run_1/metal_density.png
(2 px per um) 26 x 14 tiles, from dark purple (low) to yellow (high), scaled to the fullest tile. Values are wire area over tile area, all layers added.
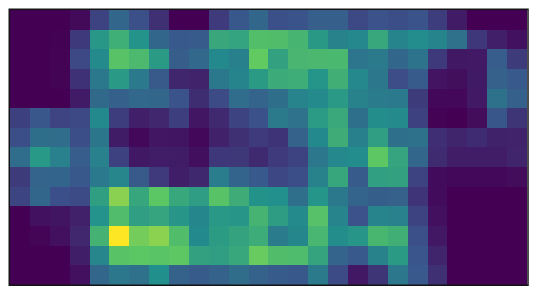
run_1/sizes.png
(1.5 px per um)
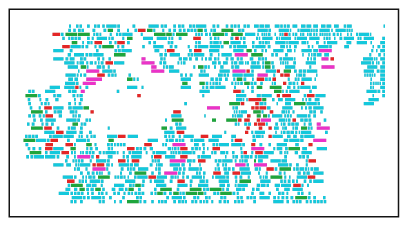
run_1/clocks.png
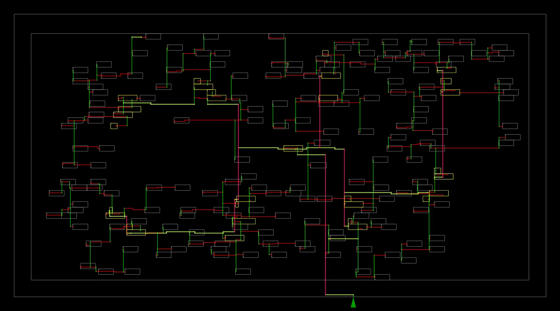
## config.mk

```make
export PLATFORM = sky130hd
export DESIGN_NAME = dcache_mem_bridge
export DESIGN_NICKNAME = d
export VERILOG_FILES = /design/src/rtl/dcache_mem_bridge_pkg.sv /design/src/rtl/dcache_mem_bridge.sv
export SDC_FILE = /design/constraint.sdc
export NUM_CORES = 1
export LEC_CHECK = 0
export CAP_MARGIN = 10
export CORE_ASPECT_RATIO = 0.5
export CORE_MARGIN = 8
export CORE_UTILIZATION = 40
export DETAILED_ROUTE_END_ITERATION = 8
export DONT_BUFFER_PORTS = 1
export PLACE_DENSITY = 0.64
export SLEW_MARGIN = 20
export SYNTH_ARGS = -nofsm -noshare
export SYNTH_HDL_FRONTEND = slang
export SYNTH_SLANG_ARGS = --single-unit
```

## constraint.sdc

```tcl
create_clock -name clk -period 3.7 [get_ports clk]
set_clock_uncertainty 0.1 [all_clocks]
set_input_delay 0.37 -clock clk [delete_from_list [all_inputs] [get_ports clk]]
set_output_delay 0.37 -clock clk [all_outputs]
set_load 0.005 [all_outputs]
```

## src/rtl/dcache_mem_bridge_pkg.sv

```systemverilog
// Shared definitions for the dcache <-> main memory line bridge:
// line geometry, bridge FSM state encoding and the latched request record.
package dcache_mem_bridge_pkg;

   localparam int DCACHE_ADDR_WIDTH     = 32;
   localparam int DCACHE_LINE_WIDTH     = 128;
   localparam int DCACHE_DATA_WIDTH     = 32;
   localparam int DCACHE_BEATS_PER_LINE = DCACHE_LINE_WIDTH / DCACHE_DATA_WIDTH;

   typedef enum logic [1:0] {
      IDLE = 2'd0,
      BEAT = 2'd1,
      RESP = 2'd2
   } type_mem_bridge_state_e;

   // Request as captured in IDLE; data doubles as the line buffer.
   typedef struct packed {
      logic                         wr;
      logic [DCACHE_ADDR_WIDTH-1:0] addr;
      logic [DCACHE_LINE_WIDTH-1:0] data;
   } type_mem_bridge_req_s;

   // Width of a counter that must reach 'timeout' without wrapping.
   // A disabled timeout (0) still gets a 1-bit counter so no vector is empty.
   function automatic int wait_cnt_width(input int timeout);
      return (timeout <= 0) ? 1 : $clog2(timeout + 1);
   endfunction

endpackage

```

## src/rtl/dcache_mem_bridge.sv

```systemverilog
// Memory-side responder for the dcache line interface. A line refill or
// writeback is split into word beats on the memory bus, beat 0 carrying
// line bits [31:0] at the line base address. The dcache gets a single-cycle
// ack (with the refill line, or an error flag if a beat timed out).
module dcache_mem_bridge
   import dcache_mem_bridge_pkg::*;
#(
   parameter int ADDR_WIDTH     = DCACHE_ADDR_WIDTH,
   parameter int LINE_WIDTH     = DCACHE_LINE_WIDTH,
   parameter int WORD_WIDTH     = DCACHE_DATA_WIDTH,
   parameter int TIMEOUT_CYCLES = 255
) (
   input  logic                  clk,
   input  logic                  rst,
   input  logic                  dcache2mem_req_i,
   input  logic                  dcache2mem_wr_i,
   input  logic [ADDR_WIDTH-1:0] dcache2mem_addr_i,
   input  logic [LINE_WIDTH-1:0] dcache2mem_data_i,
   output logic                  mem2dcache_ack_o,
   output logic [LINE_WIDTH-1:0] mem2dcache_data_o,
   output logic                  mem2dcache_err_o,
   output logic                  busy_o,
   output logic                  bus_req_o,
   output logic                  bus_we_o,
   output logic [ADDR_WIDTH-1:0] bus_addr_o,
   output logic [WORD_WIDTH-1:0] bus_wdata_o,
   output logic [3:0]            bus_sel_o,
   input  logic                  bus_ack_i,
   input  logic [WORD_WIDTH-1:0] bus_rdata_i
);

   localparam int BEATS  = LINE_WIDTH / WORD_WIDTH;
   localparam int BEAT_W = (BEATS > 1) ? $clog2(BEATS) : 1;
   localparam int WAIT_W = wait_cnt_width(TIMEOUT_CYCLES);

   localparam logic [BEAT_W-1:0] LAST_BEAT = BEAT_W'(BEATS - 1);
   localparam logic [WAIT_W-1:0] WAIT_MAX  = '1;
   // Counter value seen on the final permitted wait cycle of a beat.
   localparam logic [WAIT_W-1:0] TIMEOUT_LAST =
      (TIMEOUT_CYCLES > 0) ? WAIT_W'(TIMEOUT_CYCLES - 1) : '0;

   type_mem_bridge_state_e state_reg, state_next;
   type_mem_bridge_req_s   req_reg;
   logic [BEAT_W-1:0]      beat_reg;
   logic [WAIT_W-1:0]      wait_cnt_reg;
   logic                   err_reg;
   logic                   blocked_reg;

   logic                   accept;
   logic                   last_beat;
   logic                   timeout_hit;
   logic [WORD_WIDTH-1:0]  line_word [BEATS];

   // Line address offset bits are dropped on capture.
   logic unused_addr_bits;
   assign unused_addr_bits = ^dcache2mem_addr_i[3:0];

   // The cycle right after RESP ignores the request, which the dcache may
   // still be holding from the transaction that just completed.
   assign accept      = (state_reg == IDLE) && dcache2mem_req_i && !blocked_reg;
   assign last_beat   = (beat_reg == LAST_BEAT);
   assign timeout_hit = (TIMEOUT_CYCLES != 0) && (wait_cnt_reg == TIMEOUT_LAST);

   // Word view of the line buffer for the write-beat mux.
   for (genvar gi = 0; gi < BEATS; gi++) begin : g_word
      assign line_word[gi] = req_reg.data[gi*WORD_WIDTH +: WORD_WIDTH];
   end

   // State register.
   always_ff @(posedge clk) begin
      if (rst) state_reg <= IDLE;
      else     state_reg <= state_next;
   end

   // Next-state logic; an ack on the last permitted wait cycle beats the timeout.
   always_comb begin
      state_next = state_reg;
      case (state_reg)
         IDLE: if (accept) state_next = BEAT;
         BEAT: begin
            if (bus_ack_i) begin
               if (last_beat) state_next = RESP;
            end else if (timeout_hit) begin
               state_next = RESP;
            end
         end
         RESP:    state_next = IDLE;
         default: state_next = IDLE;
      endcase
   end

   // Request capture, line buffer fill, beat and wait counters, error flag.
   always_ff @(posedge clk) begin
      if (rst) begin
         req_reg      <= '0;
         beat_reg     <= '0;
         wait_cnt_reg <= '0;
         err_reg      <= 1'b0;
         blocked_reg  <= 1'b0;
      end else begin
         blocked_reg <= (state_reg == RESP);
         case (state_reg)
            IDLE: begin
               if (accept) begin
                  req_reg.wr   <= dcache2mem_wr_i;
                  req_reg.addr <= {dcache2mem_addr_i[ADDR_WIDTH-1:4], 4'b0000};
                  req_reg.data <= dcache2mem_wr_i ? dcache2mem_data_i : '0;
                  beat_reg     <= '0;
                  wait_cnt_reg <= '0;
                  err_reg      <= 1'b0;
               end
            end
            BEAT: begin
               if (bus_ack_i) begin
                  if (!req_reg.wr)
                     req_reg.data[beat_reg*WORD_WIDTH +: WORD_WIDTH] <= bus_rdata_i;
                  if (!last_beat) beat_reg <= beat_reg + 1'b1;
                  wait_cnt_reg <= '0;
               end else if (timeout_hit) begin
                  err_reg      <= 1'b1;
                  req_reg.data <= '0;
               end else if (wait_cnt_reg != WAIT_MAX) begin
                  wait_cnt_reg <= wait_cnt_reg + 1'b1;
               end
            end
            RESP:    err_reg <= 1'b0;
            default: ;
         endcase
      end
   end

   // Outputs decoded from the current state; everything idles at zero.
   always_comb begin
      mem2dcache_ack_o  = 1'b0;
      mem2dcache_err_o  = 1'b0;
      mem2dcache_data_o = '0;
      busy_o            = (state_reg != IDLE);
      bus_req_o         = 1'b0;
      bus_we_o          = 1'b0;
      bus_addr_o        = '0;
      bus_wdata_o       = '0;
      bus_sel_o         = 4'h0;
      case (state_reg)
         BEAT: begin
            bus_req_o   = 1'b1;
            bus_we_o    = req_reg.wr;
            bus_addr_o  = req_reg.addr + ADDR_WIDTH'({beat_reg, 2'b00});
            bus_wdata_o = line_word[beat_reg];
            bus_sel_o   = 4'hF;
         end
         RESP: begin
            mem2dcache_ack_o  = 1'b1;
            mem2dcache_err_o  = err_reg;
            mem2dcache_data_o = req_reg.wr ? '0 : req_reg.data;
         end
         default: ;
      endcase
   end

endmodule
```

==> reports/qor.yml, run 1 <==
worstPathRequired_ps: 3230
tap-cell-count: 391
drtIter0Drc: 1189
first_global_vias: 10400
grt_pass1_wl_um: 65960
vias: 10730
p_sw_mw: 1.311
die_h_um: 137.3
leakage_nw: 5.078
inverters: 37
seq_area_frac: 0.2681
io_pins: 398
critPathKind: "reg -> out"
path_cells: "nand2b_4, buf_4, nor2_1"
power_frac_seq: 0.439
path_buffers: 1
gr-usage-met3: 0.04315
comb_cells: 1048
cts_tree: "built"
peakVddDrop_mv: 0.3238
yosysWarnings: 0
swShare: 0.2857
xor_area_frac: 0
n_all_buffers: 61
clockBufferDepth: 2
nNetsFinal: 1540
cts_hold_buf: 30
p_total_mw: 4.588
lay_top_cells: "dfxtp_1 (169), and2_1 (129), a21oi_1 (122)"
met1_usage: 0.2950
antenna_found_initial: 9
initCoreUtil: 0.4064
drc: 0
status: "finished, final reports clean"
synthTopLogicFamily: "simple AND/OR/NAND/NOR gates"
About metal_density.png:
nearly empty tiles: 14%
fullest tile: 0.68
tiles over half the peak: 22%
mean over tiles: 0.20

About sizes.png:
| size | color | cells | share | most used |
|---|---|---|---|---|
| _6 and larger | magenta | 27 | 2.0% | clkbuf_16 |
| _0 and _1 cells | cyan | 1161 | 86% | dfxtp_1 |
| _2 cells | green | 74 | 5.5% | mux4_2 |
| _3 and _4 cells | red | 86 | 6.4% | mux2_4 |

About clocks.png:
clk ins delay skew pair: 440 ps
clock group power: 1.86 mW
clkbuf count: 20

## run 1: worst reg2reg max path, cell delays in order (launching register included)
cell	delay [ps]
dfxtp_1	880
nand3_1	160
o211ai_1	270
a21o_2	640
buf_4	330
mux2i_1	230
## run 1: power groups by stage
stage / registers (mW) / clock network (mW) / logic [mW]
after floorplan: 2.01 / 0 / 0.601
after global placement: 2.05 / 0 / 0.659
after detailed placement: 2.05 / 0 / 0.672
after CTS: 2.01 / 1.88 / 0.710
after global routing: 2.02 / 1.97 / 0.764
final: 2.01 / 1.86 / 0.717
## run 1: final timing paths
kind	start	end	slack [ps]	cells past startpoint
setup / recovery	state_reg[1]	bus_addr_o[3]	820	3
hold reg to reg	req_reg[140]	req_reg[140]	350	2
setup reg to reg	state_reg[0]	line_word[111]	1020	5
hold / removal	rst	line_word[75]	30	2
run_1/layer_met3.png
(2 px per um)
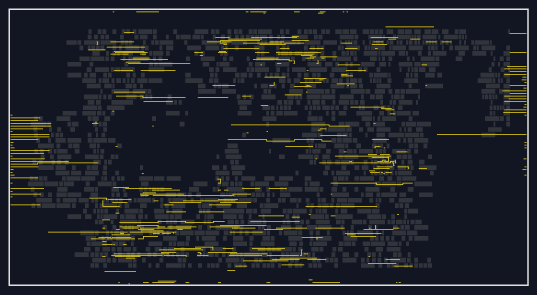

==> run 1 -> run 2 <==
==> constraint.sdc (replaced) <==
create_clock -name clk -period 2.9 [get_ports clk]
set_clock_uncertainty 0.1 [all_clocks]
set_input_delay 0.29 -clock clk [delete_from_list [all_inputs] [get_ports clk]]
set_output_delay 0.29 -clock clk [all_outputs]
set_load 0.005 [all_outputs]
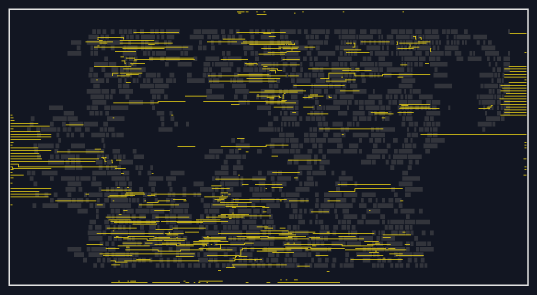
run_2/layer_met3.png
(2 px per um)
longest straight run: 52.7 um
share of all routed wire: 8.4%
main direction: horizontal

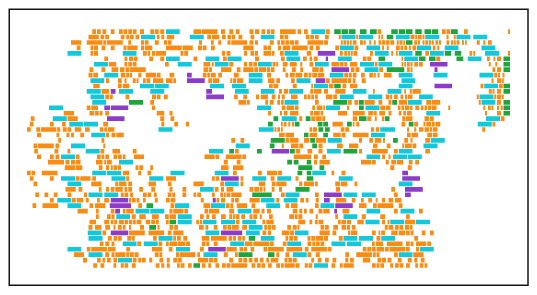
run_2/placement_by_type.png
(2 px per um)
| class | color | cells |
|---|---|---|
| combinational and other logic | orange | 1085 |
| clock drivers and dummy loads | purple | 32 |
| sequential cells | cyan | 171 |
| remaining buffers and delay cells | green | 76 |
sequential share of cell area: 0.2635
placeable core area: 28960 um^2
Finished Cell Area: 13000 um^2
Row Count: 44
final core occ: 0.4491

==> run 2 against run 1 <==
Routed wire length is 6.0% higher. First-iteration DRC count increased by 16%. Combinational power up 39%. Final cell count up 0.92%. Sequential power up 27%. Hold slack worse by 6.2 ps. Setup slack got worse by 650 ps. Synthesized cell count unchanged. Non-clock buffer count increased by 15. Utilization rose by 0.79 points. Critical endpoint is now mem2dcache_data_o[90].
==> reports/qor.yml, run 2 <==
r2r-start: "wait_cnt_reg[3]"
first_global_vias: 10810
drtIter0Drc: 1380
p_total_mw: 5.912
min_to: "line_word[36]"
inverters: 37
hold_path.startpoint: "rst"
initCoreUtil: 0.4064
critPathKind: "reg -> out"
peakVddDrop_mv: 0.4110
p_seq_mw: 2.56
antenna_found_initial: 10
io_pins: 398
swShare: 0.2892
status: "finished, final reports clean"
power_leader: "registers"
die_h_um: 137.3
reg2reg_depth: 4
power_frac_seq: 0.434
holdPathStages: 2
p_comb_mw: 0.996
clockBufferDepth: 2
rr_endpoint: "line_word[25]"
n_all_buffers: 76
powerClk_mw: 2.35
rrSetupSlack_ps: 400
grt_pass1_wl_um: 69200
clkLatencyLatePin_ps: 450
nNetsFinal: 1555
leakage_nw: 5.175
[run 2: cell counts after synthesis]
No cell type changed its count.
[run 2: repair_timing]
item,CTS,global route
setup endpoints to repair,0,128
hold buffers,39,0
endpoints found under the hold margin,81,0
resized,0,4
[run 2: cell families (layout without fill, tap and decap cells)]
kind of cell             Yosys count  in the layout  share of synthesized area
adder cells (fa/ha/maj)            7              7                   0.007443
flip-flops                       171            171                     0.2909
buffers and inverters            198            145                    0.07305
AND/OR/NAND/NOR                  691            691                     0.3395
AND-OR/OR-AND                    186            186                    0.09293
other                              1             11                  0.0003187
multiplexers                     162            162                     0.1959
[run 2: worst max-delay path: stages, from the launching register on]
cell and delay (ps):
dfxtp_2 410, buf_6 220, inv_1 210, nand2_1 180, nor2_4 150, clkbuf_16 340, and2_1 300
No activity file was given, so power comes from the tool's default toggle rates.
